Run 1, where the registers sit:
Other sequential cells in the stronger gray, the rest of the logic in the fainter gray.
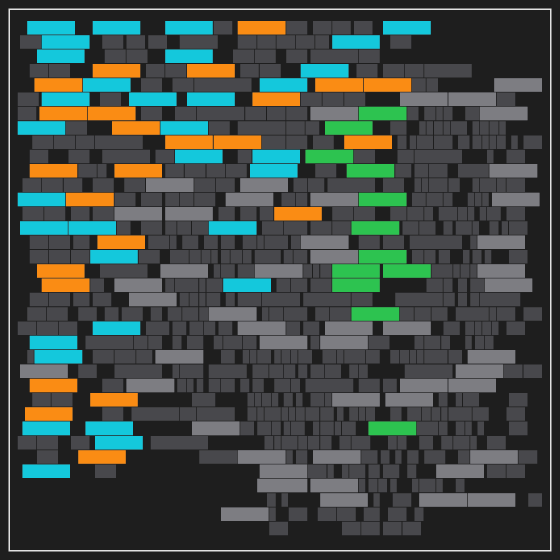
Run 1, metal 1:
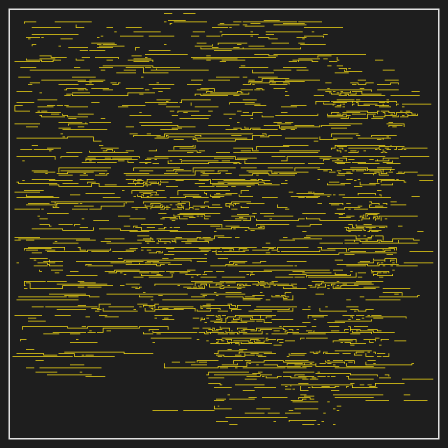
Run 1, routing congestion:
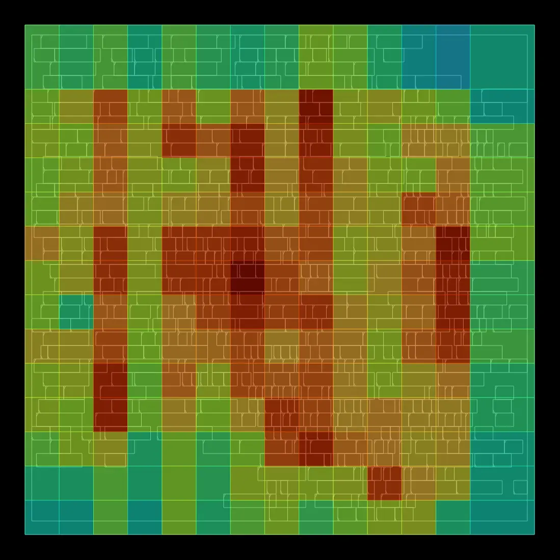
Run 1, port wiring:
Bar = 20 um.
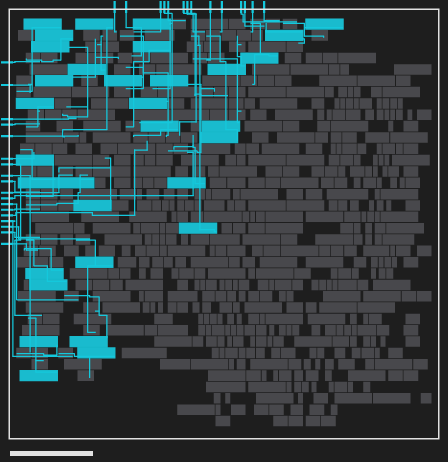
$ cat src/rtl/imem_loader.sv
// Byte-stream program loader: assembles length-prefixed, checksummed little-endian words
// into the instruction memory write port and releases the core once a load verifies.
module imem_loader #(
   parameter int unsigned ADDR_W = 11,
   parameter int unsigned DEPTH  = 2048
) (
   input  logic              w_clk,
   input  logic              w_rst_n,
   input  logic              w_start,
   input  logic              w_bvalid,
   input  logic [7:0]        w_bdata,
   output logic              r_bready,
   output logic [ADDR_W-1:0] r_maddr,
   output logic              r_mwe,
   output logic [31:0]       r_mdin,
   output logic              r_hold,
   output logic              r_done,
   output logic              r_err,
   output logic [ADDR_W:0]   r_wcount
);

   typedef enum logic [2:0] {
      StIdle, StLen0, StLen1, StData, StWrite, StCsum, StDone, StErr
   } state_e;

   localparam logic [15:0]       MaxLen   = 16'(DEPTH);
   localparam logic [ADDR_W-1:0] LastAddr = ADDR_W'(DEPTH - 1);

   state_e          state_q;
   logic [7:0]      len_lo_q;
   logic [ADDR_W:0] len_q;
   logic [23:0]     shift_q;
   logic [1:0]      bcnt_q;
   logic [7:0]      sum_q;

   logic [15:0]     len_in;
   logic [ADDR_W:0] wcount_inc;
   logic            take;

   assign len_in     = {w_bdata, len_lo_q};
   assign wcount_inc = r_wcount + 1'b1;
   assign take       = w_bvalid & r_bready;

   always_ff @(posedge w_clk or negedge w_rst_n) begin
      if (!w_rst_n) begin
         state_q  <= StIdle;
         len_lo_q <= '0;
         len_q    <= '0;
         shift_q  <= '0;
         bcnt_q   <= '0;
         sum_q    <= '0;
         r_bready <= 1'b0;
         r_maddr  <= '0;
         r_mwe    <= 1'b0;
         r_mdin   <= '0;
         r_hold   <= 1'b1;
         r_done   <= 1'b0;
         r_err    <= 1'b0;
         r_wcount <= '0;
      end else begin
         r_mwe <= 1'b0;
         unique case (state_q)
            StIdle, StDone, StErr: begin
               if (w_start) begin
                  state_q  <= StLen0;
                  r_bready <= 1'b1;
                  r_hold   <= 1'b1;
                  r_done   <= 1'b0;
                  r_err    <= 1'b0;
                  r_wcount <= '0;
                  r_maddr  <= '0;
                  sum_q    <= '0;
                  bcnt_q   <= '0;
               end
            end
            StLen0: begin
               if (take) begin
                  len_lo_q <= w_bdata;
                  state_q  <= StLen1;
               end
            end
            StLen1: begin
               if (take) begin
                  if (len_in > MaxLen) begin
                     state_q  <= StErr;
                     r_err    <= 1'b1;
                     r_bready <= 1'b0;
                  end else if (len_in == 16'd0) begin
                     state_q <= StCsum;
                  end else begin
                     len_q   <= len_in[ADDR_W:0];
                     state_q <= StData;
                  end
               end
            end
            StData: begin
               if (take) begin
                  sum_q  <= sum_q + w_bdata;
                  bcnt_q <= bcnt_q + 2'd1;
                  // First byte lands in bits [7:0]: shift in from the top.
                  if (bcnt_q == 2'd3) begin
                     r_mdin   <= {w_bdata, shift_q};
                     r_mwe    <= 1'b1;
                     r_bready <= 1'b0;
                     state_q  <= StWrite;
                  end else begin
                     shift_q <= {w_bdata, shift_q[23:8]};
                  end
               end
            end
            StWrite: begin
               r_wcount <= wcount_inc;
               if (r_maddr != LastAddr) r_maddr <= r_maddr + 1'b1;
               r_bready <= 1'b1;
               state_q  <= (wcount_inc == len_q) ? StCsum : StData;
            end
            StCsum: begin
               if (take) begin
                  r_bready <= 1'b0;
                  if (w_bdata == sum_q) begin
                     state_q <= StDone;
                     r_hold  <= 1'b0;
                     r_done  <= 1'b1;
                  end else begin
                     state_q <= StErr;
                     r_err   <= 1'b1;
                  end
               end
            end
            default: state_q <= StIdle;
         endcase
      end
   end

endmodule

$ cat config.mk
export PLATFORM = sky130hd
export DESIGN_NAME = imem_loader
export DESIGN_NICKNAME = d
export VERILOG_FILES = /design/src/rtl/imem_loader.sv
export SDC_FILE = /design/constraint.sdc
export NUM_CORES = 1
export LEC_CHECK = 0
export CORE_UTILIZATION = 55
export CTS_CLUSTER_DIAMETER = 150
export CTS_CLUSTER_SIZE = 10
export DETAILED_ROUTE_END_ITERATION = 8
export PLACE_DENSITY = 0.82
export SYNTH_ARGS = -nofsm -noshare
export SYNTH_HDL_FRONTEND = slang
export SYNTH_SLANG_ARGS = --single-unit
$ cat constraint.sdc
create_clock -name w_clk -period 2.65 [get_ports w_clk]
set_input_delay 0.795 -clock w_clk [delete_from_list [all_inputs] [get_ports w_clk]]
set_output_delay 0.795 -clock w_clk [all_outputs]
set_load 0.01 [all_outputs]
==> CHANGELOG.md, run 1 <==
### Metrics

- Post-Syn Nets: 501
- Final tally of setup violations: 0
- Final Hold Viols: 0
- Family with the most delay on the worst path: buffers and inverters
- Commonest Layout Cell: dfrtp_1
- Fp util: 0.570
- Buffering overhead: 0.140
- Post-synthesis sequential area ratio: 0.526
- CTS tree: yes
- RSZ-0062 raised after global routing: no
- Most frequent cells after synthesis: dfrtp_1, mux2_2, nand2_1
- Placed Cells: 696
- Pin count of the biggest net entering global routing: 44
- Flop count: 117
- Mean post-synth cell area: 11.7 sq um
- Global placer's final weighted congestion: 0.873
- Die width: 103 um
- RR Endpoint: state_q[1]
- FP Rows: 36
- CP required: 1860 ps
- Top Ports: 72
- Outcome: finished, final reports clean
- VDD IR max: 0.506 mV
- ClkCell Share: 0.0790
- Hold_ws: 272 ps
About 'where the registers sit':
- green: len_q (sequential cells 12)
- orange: shift_q (sequential cells 24)
- cyan: r_mdin (sequential cells 32)

About 'metal 1':
- share of all routed wire: 41%
- wire length on this layer: 5,430 um

About 'routing congestion':
met2 GRT Util: 0.444
final core occ: 0.739
WL/cell: 18.1 um
M3 GR Usage: 0.0658

About 'port wiring':
- cyan: r_mdin (bits 32; direction output; end cells 32; buffers 32; wire 1,350 um)

run 1: worst reg2reg max path, delay by kind of cell (launching register included):
kind	cells	cell delay, ps
compound gates	3	710
mux	1	130
fa+ha+maj	1	340
simple gates	2	540
flops	1	490
run 1: per-stage QoR:
step	worst slack [ps]	total power, mW
2_1_floorplan	227	3.56
3_3_place_gp	-220	4.09
3_5_place_dp	-266	4.17
4_1_cts	146	6.44
5_1_grt	101	6.73
6_report	167	6.42
run 1: flip-flops by register name, indices dropped and copies added, names as in the netlist:
signal / count
bcnt_q: 2
len_lo_q: 8
len_q: 12
r_bready: 1
r_done: 1
r_err: 1
r_hold: 1
r_maddr: 11
r_mdin: 32
r_mwe: 1
r_wcount: 12
shift_q: 24
state_q: 3
sum_q: 8
run 1: routing by layer:
layer,part of all wire,global-route usage
met1,0.41,0.338
met2,0.50,0.444
met3,0.053,0.0658
met4,0.032,0.126
met5,0,0
run 1: cells by family after synthesis:
| logic type | share of synthesized area |
|---|---|
| and+or+nand+nor | 0.128 |
| muxes | 0.159 |
| adders and majority gates | 0.0260 |
| AOI/OAI and AO/OA | 0.0952 |
| xor gates and xnor gates | 0.0440 |
| buffers and inverters | 0.0218 |
| DFF | 0.526 |
run 1: worst max path at each step:
stage                            from           to  slack [ps]  depth (start not counted)
after floorplan            w_bdata[7]    len_q[10]         230                          4
after global placement     w_bdata[0]     sum_q[6]        -220                          9
after detailed placement   w_bdata[1]     sum_q[7]        -270                          8
after CTS                 r_wcount[2]  r_wcount[2]         150                          1
after global routing      r_wcount[2]  r_wcount[2]         100                          1
final                     r_wcount[2]  r_wcount[2]         170                          1
run 1: report_power, final:
group / internal [mW] / switching (mW)
Combinational: 0.837 / 0.832
Clock: 1.34 / 0.864
Sequential: 2.18 / 0.368
--- run 2 (diff from run 1) ---
CAP_MARGIN = 20   (was not set)
CORE_MARGIN = 1   (was not set)
Run 2, where the registers sit:
Other sequential cells in the stronger gray, the rest of the logic in the fainter gray.
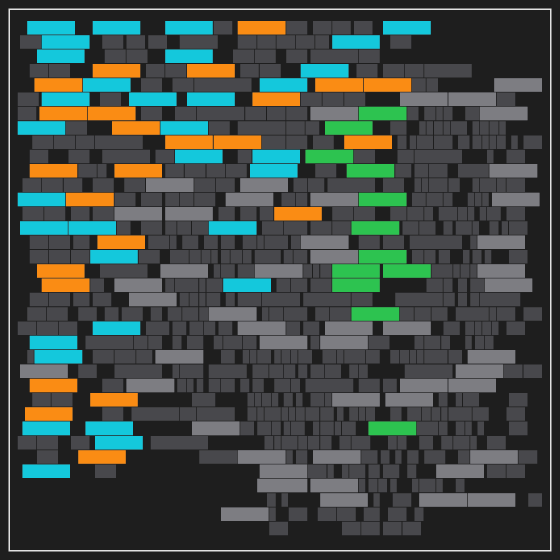
- orange: shift_q (sequential cells 24)
- green: len_q (sequential cells 12)
- cyan: r_mdin (sequential cells 32)
- not colored: 49

Run 2, routing congestion:
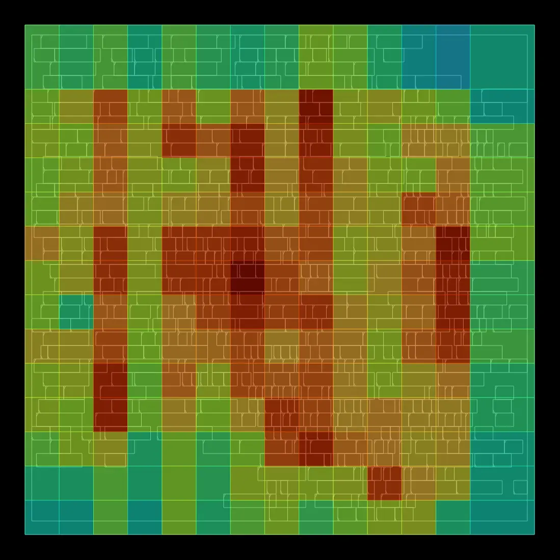
total track usage: 0.270
GR Util met1: 0.338
Top Usage Layer GRT: met2

Run 2, clock network drawn from the DEF:
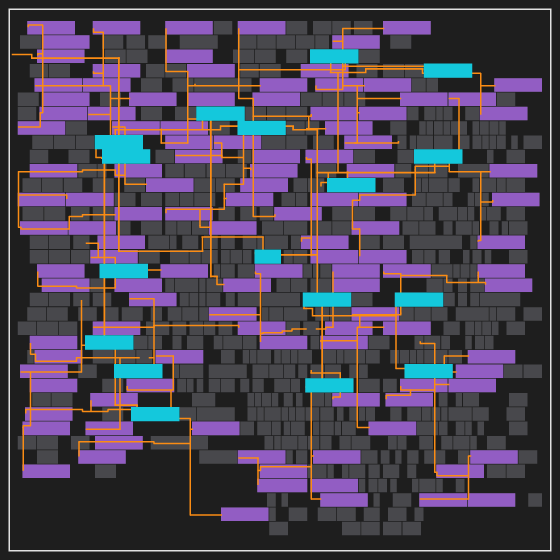
- orange: clock wires (length 1,550 um)
- purple: flip-flops (count 117)
- cyan: cells driving clock nets (count 17)
- routed clock nets: 18
- flops lie: all over the die

==> run 2 against run 1 <==
Net effect:
- global-route usage unchanged
- count of clock-buffer cells in the layout is the same
- clock skew did not move
- utilization unchanged
- worst hold slack is the same
- first-iteration DRC count stayed put
- via count stayed put
- critical path type unchanged
- critical endpoint unchanged
- largest cell class unchanged
==> CHANGELOG.md, run 2 <==
### Metrics

- Max FFs per register: 32 (unchanged)
- Met2 GRT Util: 0.444 (unchanged)
- Most frequent cells after synthesis: dfrtp_1, mux2_2, nand2_1
- Top Registers: r_mdin: 32 flops, shift_q: 24 flops
- Family with the most delay on the worst path: buffers and inverters
- Pin count of the biggest net entering global routing: 44 (unchanged)
- Dominant comb cell: multiplexers
- Top Ports: 72 (unchanged)
- WL met3: 692 um (unchanged)
- Die width: 103 um (unchanged)
- RSZ-0062 raised after global routing: no
- XOR Share, Synth: 0.0440 (unchanged)
- CP required: 1860 ps (about the same)
- Power Internal: 4.35 mW (unchanged)
- Final Hold Viols: 0 (unchanged)
- Final core occ: 0.739 (unchanged)
- Mean post-synth cell area: 11.7 sq um (unchanged)
- Outcome: finished, final reports clean
- Complex Gates by Area: 0.0952 (unchanged)
- Clock share of power: 0.343 (about the same)
- Flop pwr share: 0.397 (about the same)
- Comb pwr share: 0.260 (about the same)
- M3 GR Usage: 0.0658 (unchanged)
- Mux frac, synth: 0.159 (unchanged)
- Met2 Wirelength: 6.60 mm (unchanged)
- Yosys adder share: 0.0260 (unchanged)
- Post-synthesis sequential area ratio: 0.526 (unchanged)
- Commonest Layout Cell: dfrtp_1
[run 2: logic make-up (layout without fill, tap and decap cells)]
| logic type | count (synthesis) | in the layout |
|---|---|---|
| buffers and inverters | 26 | 143 |
| multiplexers | 79 | 79 |
| AND/OR/NAND/NOR | 136 | 136 |
| AND-OR/OR-AND | 81 | 81 |
| adder cells (fa/ha/maj) | 11 | 11 |
| flip-flops | 117 | 117 |
| XOR/XNOR | 28 | 28 |
[run 2: final timing paths]
path / end / start / slack, ps / cells after the start
min in group w_clk: r_hold / r_hold / 470 / 2
max in group asynchronous: r_hold / w_rst_n / 1730 / 2
worst max register to register: state_q[1] / r_wcount[1] / 310 / 7
worst max-delay path: r_wcount[2] / r_wcount[2] / 170 / 1
worst min register to register: r_hold / r_hold / 470 / 2
worst min-delay path: r_maddr[2] / w_rst_n / 270 / 1
[run 2: stage by stage]
stage          hold slack [ps]  instance area, sq um  setup slack, ps  cells
6_report                   272                  7230              167    728
5_1_grt                    316                  7230              101    728
4_1_cts                    284                  7230              146    728
2_1_floorplan              453                  5570              227    478
3_5_place_dp               470                  6660             -266    696
3_3_place_gp               450                  6660             -220    696
[run 2: cell type report]
type                       count  area [sq um]  share of cell area
sequential                   117          2930               0.405
multi-input combinational    335          2520               0.349
timing repair buffer         105          1010               0.140
clock buffer                  17           414              0.0573
tap                          133           166              0.0230
clock inverter                15           156              0.0216
inverter                       6          22.5             0.00312
[run 2: power by group through the flow]
stage                     registers [mW]  logic, mW  clock network, mW
final                               2.55       1.67               2.20
after global routing                2.60       1.83               2.31
after CTS                           2.54       1.67               2.23
after detailed placement            2.56       1.61                  0
after global placement              2.53       1.56                  0
after floorplan                     2.45       1.11                  0
--- run 3 (diff from run 2) ---
--- a/config.mk
+++ b/config.mk
@@ -13,4 +13,5 @@
 export DETAILED_ROUTE_END_ITERATION = 8
 export PLACE_DENSITY = 0.82
+export RECOVER_POWER = 50
 export SYNTH_ARGS = -nofsm -noshare
 export SYNTH_HDL_FRONTEND = slang
==> constraint.sdc (replaced) <==
create_clock -name w_clk -period 2.65 [get_ports w_clk]
set_input_delay 0.53 -clock w_clk [delete_from_list [all_inputs] [get_ports w_clk]]
set_output_delay 0.53 -clock w_clk [all_outputs]
set_load 0.01 [all_outputs]
==> run 3 against run 2 <==
Net effect:
- via count fell by 4.9%
- sequential share of layout area rose by 0.88 points
- area after synthesis did not move
- worst hold slack improved by 180 ps
- largest cell class unchanged
==> CHANGELOG.md, run 3 <==
### Metrics

- Final Hold Viols: 0 (unchanged)
- Top Registers: r_mdin: 32 flops, shift_q: 24 flops
- Flop pwr share: 0.408 (+0.011)
- RR Endpoint: r_maddr[6]
- CTS tree: yes
- Hold_sp: r_hold
- Power Internal: 4.22 mW (-3.1%)
- Vias/cell: 5.62
- Total track usage: 0.266 (-0.00418)
- Top Usage Layer GRT: met2
- Most frequent cells after synthesis: dfrtp_1, mux2_2, nand2_1
- Net Sw Frac: 0.322
- Reg2reg path depth: 5 (-2)
- Vias: 4,020
- CP arrival: 2830 ps
- Crit Reg-Reg Startpoint: state_q[2]
- Complex Gates by Area: 0.0952 (unchanged)
- Comb pwr share: 0.249 (-0.011)
- RSZ-0062 raised after global routing: no
- Dominant comb cell: multiplexers
- Commonest Layout Cell: dfrtp_1
- Met2 Wirelength: 6.35 mm (-3.7%)
- Die width: 103 um (unchanged)
- Outcome: finished, final reports clean
- Post-synthesis sequential area ratio: 0.526 (unchanged)
- Pwr Density: 880 nW/um^2
- WL met3: 639 um (-7.7%)
- Top Ports: 72 (unchanged)
- Pin count of the biggest net entering global routing: 64 (+45%)
- Post-Syn Nets: 501
- XOR Share, Synth: 0.0440 (unchanged)
- Yosys adder share: 0.0260 (unchanged)
- R2R Setup Slk: 260 ps (-50 ps)
- Mux frac, synth: 0.159 (unchanged)
- Num CTS Buffers: 17
-- run 3: cell counts after synthesis --
No cell type changed its count.
-- run 3: through the flow --
step	worst slack (ps)	cell area, sq um	setup TNS [ps]	hold slack (ps)	cells
6_report	261	7070	0	457	715
5_1_grt	103	7070	0	475	715
4_1_cts	338	7110	0	399	715
3_5_place_dp	-21.2	6550	-21.2	402	683
3_3_place_gp	19.3	6550	0	399	683
2_1_floorplan	492	5570	0	234	478
-- run 3: power by group through the flow --
stage	sequential (mW)	clock (mW)	combinational, mW
after floorplan	2.45	0	1.11
after global placement	2.53	0	1.49
after detailed placement	2.56	0	1.55
after CTS	2.54	2.15	1.57
after global routing	2.59	2.24	1.73
final	2.54	2.13	1.55
-- run 3: area by class of cell --
cell class	instances	area, sq um
clock buffer	18	428
clock inverter	13	124
fill	654	2700
inverter	6	22.5
multi-input combinational	335	2520
sequential	117	2930
tap	133	166
timing repair buffer	93	883
-- run 3: worst max path at each step --
stage / start / end / cells past startpoint
after global routing: state_q[2] / r_maddr[6] / 5
after floorplan: w_bdata[7] / len_q[10] / 4
after CTS: r_wcount[1] / state_q[1] / 7
final: state_q[2] / r_maddr[6] / 5
after global placement: w_bdata[0] / sum_q[6] / 9
after detailed placement: w_bdata[0] / sum_q[6] / 9
-- run 3: what timing repair did --
| action | in CTS | in global routing |
|---|---|---|
| hold buffers | 1 | 0 |
| setup endpoints to repair | 0 | 0 |
| hold endpoints to repair | 13 | 0 |
| gates resized | 0 | 0 |
-- run 3: worst max-delay path, delay by kind of cell, from the launching register on --
kind / cells / cell delay, ps
and+or+nand+nor: 3 / 1450
DFF: 1 / 600
AOI/OAI and AO/OA: 1 / 140
buffers and inverters: 1 / 120
Run 3, routing congestion:
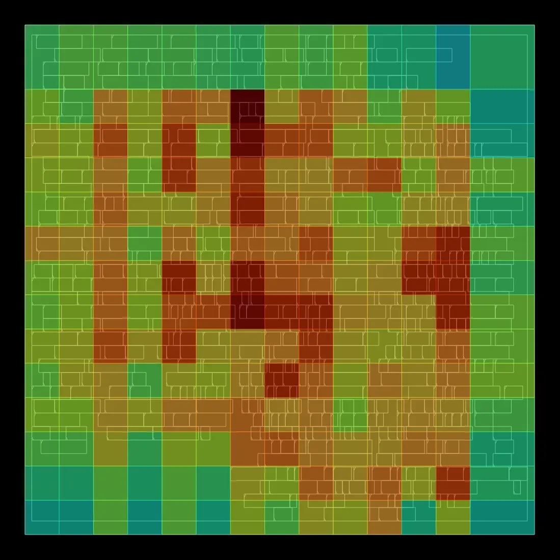
M3 GR Usage: 0.0881
met2 GRT Util: 0.436
WL/cell: 17.4 um
GR Util met1: 0.330
final core occ: 0.724

Run 3, clock network drawn from the DEF:
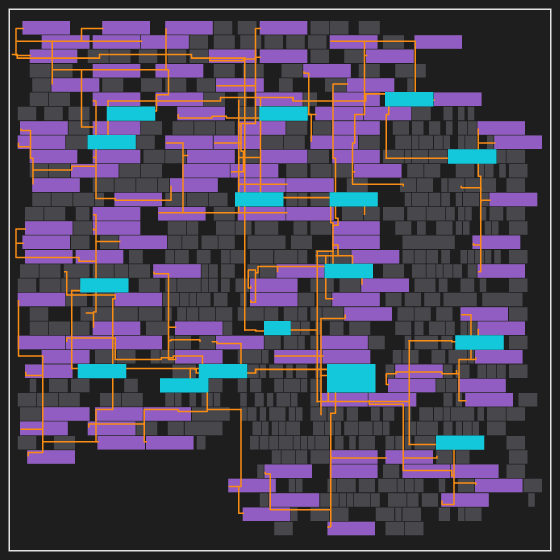
clk latency late pin: 530 ps
clock group power: 2.13 mW
setup skew after layout: 10.0 ps
clock share of power: 0.343

Run 3, port wiring:
Bar = 20 um.
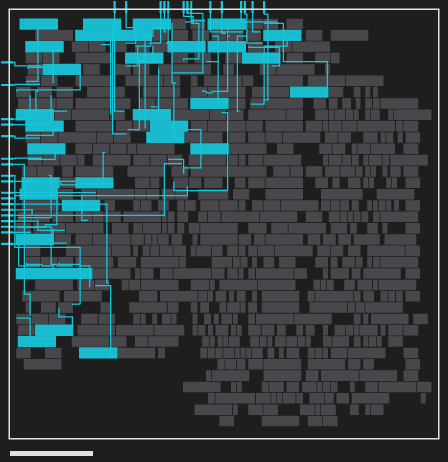
- cyan: r_mdin (bits 32; direction output; end cells 32; buffers 32; wire 1,170 um)

Power and IR drop assume default switching activity.
